==> src/rtl/isram_arb.sv <==
// isram_arb: two-port arbiter and sequencer in front of the dual-half
// instruction SRAM (64-bit words split into two 32-bit halves).
//
// Ports:
//   clk, rst_n              clock, asynchronous active-low reset
//   i_req_* / i_rsp_*       fetch port: 64-bit reads, valid/ready handshakes
//   d_req_* / d_rsp_*       LSU port: 32-bit reads and byte-masked writes
//   ram_csn0 / ram_csn1     low / high half chip selects (active low)
//   ram_wen                 write enable (active low)
//   ram_ben                 per-byte write enables (active high)
//   ram_addr, ram_din       word address and replicated write data
//   ram_dout                read data, valid the cycle after a selected read
//
// Build option: define ISRAM_ARB_DPRIO_EN to give D fixed priority over I,
// with a 4-bit anti-starvation counter that hands I the grant after it has
// waited 15 cycles. Without it, arbitration is round-robin.
module isram_arb #(
    parameter int AW = 16,
    parameter int DW = 64,
    parameter int BW = 8
) (
    input  logic            clk,
    input  logic            rst_n,
    input  logic            i_req_valid,
    output logic            i_req_ready,
    input  logic [AW+2:0]   i_req_addr,
    output logic            i_rsp_valid,
    input  logic            i_rsp_ready,
    output logic [63:0]     i_rsp_rdata,
    input  logic            d_req_valid,
    output logic            d_req_ready,
    input  logic [AW+2:0]   d_req_addr,
    input  logic            d_req_wr,
    input  logic [3:0]      d_req_wmask,
    input  logic [31:0]     d_req_wdata,
    output logic            d_rsp_valid,
    input  logic            d_rsp_ready,
    output logic [31:0]     d_rsp_rdata,
    output logic            ram_csn0,
    output logic            ram_csn1,
    output logic            ram_wen,
    output logic [BW-1:0]   ram_ben,
    output logic [AW-1:0]   ram_addr,
    output logic [DW-1:0]   ram_din,
    input  logic [DW-1:0]   ram_dout
);

    logic        i_infl_q, d_infl_q;
    logic        d_half_q, d_wr_q;
    logic        i_hold_vld_q, d_hold_vld_q;
    logic [63:0] i_hold_q;
    logic [31:0] d_hold_q;

    logic        i_elig, d_elig;
    logic        i_cand, d_cand;
    logic        gnt_i, gnt_d;
    logic [31:0] d_steer;

    // Low address bits select bytes within a word / half and are not needed.
    logic unused_addr_bits;
    assign unused_addr_bits = ^{i_req_addr[2:0], d_req_addr[1:0]};

    // A port may issue only if its response path can absorb one more beat:
    // nothing held, and no inflight beat that is about to be parked in hold.
    assign i_elig = ~i_hold_vld_q & ~(i_infl_q & ~i_rsp_ready);
    assign d_elig = ~d_hold_vld_q & ~(d_infl_q & ~d_rsp_ready);
    // rst_n gates the candidates so nothing is granted while reset is held.
    assign i_cand = i_req_valid & i_elig & rst_n;
    assign d_cand = d_req_valid & d_elig & rst_n;

`ifdef ISRAM_ARB_DPRIO_EN
    logic [3:0] starve_q, starve_d;

    assign gnt_i = i_cand & (~d_cand | (starve_q == 4'd15));
    assign gnt_d = d_cand & ~gnt_i;

    always_comb begin
        starve_d = starve_q;
        if (gnt_i)
            starve_d = 4'd0;
        else if (i_cand && starve_q != 4'd15)
            starve_d = starve_q + 4'd1;
    end

    always_ff @(posedge clk or negedge rst_n) begin
        if (!rst_n)
            starve_q <= 4'd0;
        else
            starve_q <= starve_d;
    end
`else
    // rr_d_q = 1: D wins the next contested cycle.
    logic rr_d_q, rr_d_d;

    assign gnt_d = d_cand & (~i_cand | rr_d_q);
    assign gnt_i = i_cand & ~gnt_d;

    always_comb begin
        rr_d_d = rr_d_q;
        if (gnt_d)
            rr_d_d = 1'b0;
        else if (gnt_i)
            rr_d_d = 1'b1;
    end

    always_ff @(posedge clk or negedge rst_n) begin
        if (!rst_n)
            rr_d_q <= 1'b1;
        else
            rr_d_q <= rr_d_d;
    end
`endif

    assign i_req_ready = gnt_i;
    assign d_req_ready = gnt_d;

    // SRAM drive straight from the granted request in the accept cycle.
    always_comb begin
        ram_csn0 = 1'b1;
        ram_csn1 = 1'b1;
        ram_wen  = 1'b1;
        ram_ben  = '0;
        ram_addr = '0;
        ram_din  = '0;
        if (gnt_i) begin
            ram_csn0 = 1'b0;
            ram_csn1 = 1'b0;
            ram_addr = i_req_addr[AW+2:3];
        end else if (gnt_d) begin
            ram_csn0 = d_req_addr[2];
            ram_csn1 = ~d_req_addr[2];
            ram_wen  = ~d_req_wr;
            ram_addr = d_req_addr[AW+2:3];
            ram_din  = {d_req_wdata, d_req_wdata};
            if (d_req_wr)
                ram_ben = d_req_addr[2] ? {d_req_wmask, 4'b0000} : {4'b0000, d_req_wmask};
        end
    end

    // D response data: selected half for reads, zero for write acknowledges.
    assign d_steer = d_wr_q   ? 32'd0 :
                     d_half_q ? ram_dout[63:32] : ram_dout[31:0];

    assign i_rsp_valid = i_hold_vld_q | i_infl_q;
    assign d_rsp_valid = d_hold_vld_q | d_infl_q;
    assign i_rsp_rdata = i_hold_vld_q ? i_hold_q : (i_infl_q ? ram_dout : 64'd0);
    assign d_rsp_rdata = d_hold_vld_q ? d_hold_q : (d_infl_q ? d_steer : 32'd0);

    always_ff @(posedge clk or negedge rst_n) begin
        if (!rst_n) begin
            i_infl_q     <= 1'b0;
            d_infl_q     <= 1'b0;
            d_half_q     <= 1'b0;
            d_wr_q       <= 1'b0;
            i_hold_vld_q <= 1'b0;
            d_hold_vld_q <= 1'b0;
            i_hold_q     <= '0;
            d_hold_q     <= '0;
        end else begin
            i_infl_q <= gnt_i;
            d_infl_q <= gnt_d;
            if (gnt_d) begin
                d_half_q <= d_req_addr[2];
                d_wr_q   <= d_req_wr;
            end
            // ram_dout is only valid for one cycle, so an unconsumed beat
            // must be parked before the SRAM output moves on.
            if (i_infl_q && !i_rsp_ready) begin
                i_hold_vld_q <= 1'b1;
                i_hold_q     <= ram_dout;
            end else if (i_hold_vld_q && i_rsp_ready) begin
                i_hold_vld_q <= 1'b0;
            end
            if (d_infl_q && !d_rsp_ready) begin
                d_hold_vld_q <= 1'b1;
                d_hold_q     <= d_steer;
            end else if (d_hold_vld_q && d_rsp_ready) begin
                d_hold_vld_q <= 1'b0;
            end
        end
    end

endmodule

==> config.mk <==
export PLATFORM = sky130hd
export DESIGN_NAME = isram_arb
export DESIGN_NICKNAME = d
export VERILOG_FILES = /design/src/rtl/isram_arb.sv
export SDC_FILE = /design/constraint.sdc
export NUM_CORES = 1
export LEC_CHECK = 0
export ABC_AREA = 1
export CORE_UTILIZATION = 37
export DETAILED_ROUTE_END_ITERATION = 12
export GPL_TIMING_DRIVEN = 0
export PLACE_DENSITY = 0.77
export SYNTH_ARGS = -nofsm -noshare
export SYNTH_HDL_FRONTEND = slang
export SYNTH_SLANG_ARGS = --single-unit
==> constraint.sdc <==
create_clock -name clk -period 3 [get_ports clk]
set_clock_uncertainty 0.15 [all_clocks]
set_input_delay 0.3 -clock clk [delete_from_list [all_inputs] [get_ports clk]]
set_output_delay 0.3 -clock clk [all_outputs]
set_load 0.01 [all_outputs]
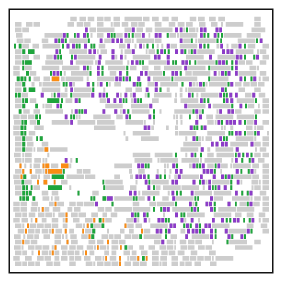
*Gate families picked out*
(2 px per um)
[nand cells] green | cells: 264 | most used: nand2_1 | where: all over the die
[aoi and oai cells] purple | cells: 261 | most used: o21ai_0
[nor cells] orange | cells: 44 | most used: nor2_1 | where: bottom left
most numerous logic cell after layout: clkdlybuf4s50_1
Post-Layout Cell Count: 1440
combinational share of cell area: 25.8%

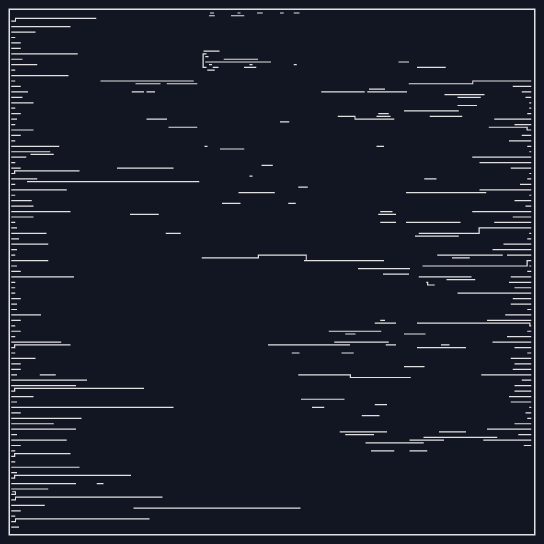
*The metal 3 layer*
(4 px per um)
wire length on this layer: 1810 um
main direction: horizontal
nets with wire on the layer: 232
longest straight run: 42.8 um

==> GITHUB_STEP_SUMMARY <==
## PnR job results

| Metric | Value |
|---|---|
| Post-DP HPWL | `19.2 mm` |
| CP Class | `register to output pin` |
| Setup TNS | `0 ns` |
| Ys cells | `871` |
| Mapped Cells | `871` |
| Share of post-route cells with drive strength above 1 | `between 8 and 9%` |
| Part of the power in combinational logic | `36.5%` |
| Inst Count DP | `around 1400` |
| Core Util at FP | `38.3%` |
| DRC violation total after the first TritonRoute iteration | `~520` |
| VDD IR max | `between 200 and 300 uV` |
| Simple Share, Synth | `21.2%` |
| Wire per inst | `17.2 um` |
| Yosys xor share | `0%` |
| Vias | `7216` |
| H-tree depth | `3` |
| GRT Total Usage | `roughly 30%` |
| Top-Level Pins | `336` |
| CTS root buffer | `clkbuf_16` |
| P_sw | `0.00167 W` |
| FP Rows | `46` |
| Sw Ratio | `33.6%` |
| Critical path endpoint category | `output pin` |
| Placed inst area | `between 9000 and 10000 um2` |
| Top Family by Delay on Critical Path | `buffers and inverters` |
| Die Y | `about 130 um` |
| Comb pwr | `roughly 0.0018 W` |
| Post-Synth AOI/OAI Area | `21.3%` |
| Clk_lat worst skew | `0.35 ns` |
| Outcome | `complete, no violations` |
| Worst EP arrival | `2.48 ns` |
| CTS Sinks | `slightly above 100` |
| Int Pwr | `0.00331 W` |
| Total Power | `0.00498 W` |
| Final Max Slew Viols | `0` |
-- Yosys cell counts, drive strengths merged --
library cell / n
o21ai: 228
a21oi: 33
clkbuf: 36
dfrtp: 102
clkinv: 1
nand3: 42
buf: 57
dfstp: 1
nor2: 44
inv: 104
nand2: 222
or2: 1
-- worst paths after layout --
check | start | endpoint | slack, ns | cells after the start
max in group asynchronous | rst_n | rr_d_q | 1.93 | 4
worst min register to register | i_hold_q[46] | i_hold_q[46] | 0.33 | 2
worst min-delay path | d_req_wr | d_wr_q | 0.24 | 3
worst max register to register | i_infl_q | i_hold_q[33] | 1.27 | 4
worst max-delay path | i_hold_vld_q | i_rsp_rdata[18] | 0.07 | 5
min in group asynchronous | rst_n | i_hold_q[14] | 0.45 | 4
-- cell type report --
type	count	area, um2	area share (%)
Timing Repair Buffer	337	3440	33.8
Multi-Input combinational cell	570	2620	25.8
Sequential cell	103	2580	25.3
Buffer	93	563	5.53
Inverter	105	399	3.92
Tap cell	216	270	2.66
Clock buffer	11	243	2.39
Clock inverter	5	56.3	0.553
-- sequential cells by signal, summed over array words and instances, names as in the netlist --
name          count
d_half_q          1
d_hold_q         32
d_hold_vld_q      1
d_infl_q          1
d_wr_q            1
i_hold_q         64
i_hold_vld_q      1
i_infl_q          1
rr_d_q            1
-- routing by layer --
| layer | share of wire, % | track usage, % | vias to the layer above |
|---|---|---|---|
| li1 | - | - | 3453 |
| met1 | 42 | 38.0 | 3394 |
| met2 | 49 | 49.9 | 335 |
| met3 | 7.3 | 6.68 | 34 |
| met4 | 1.9 | 7.64 | 0 |
| met5 | 0 | 0 | - |
-- cells by family (layout without fill, tap and decap cells) --
| family | after synthesis | in the layout |
|---|---|---|
| compound gates | 261 | 261 |
| buf+inv | 198 | 551 |
| flops | 103 | 103 |
| simple gates | 309 | 309 |
Power figures rest on the tool's default switching activity, not on a simulated workload.
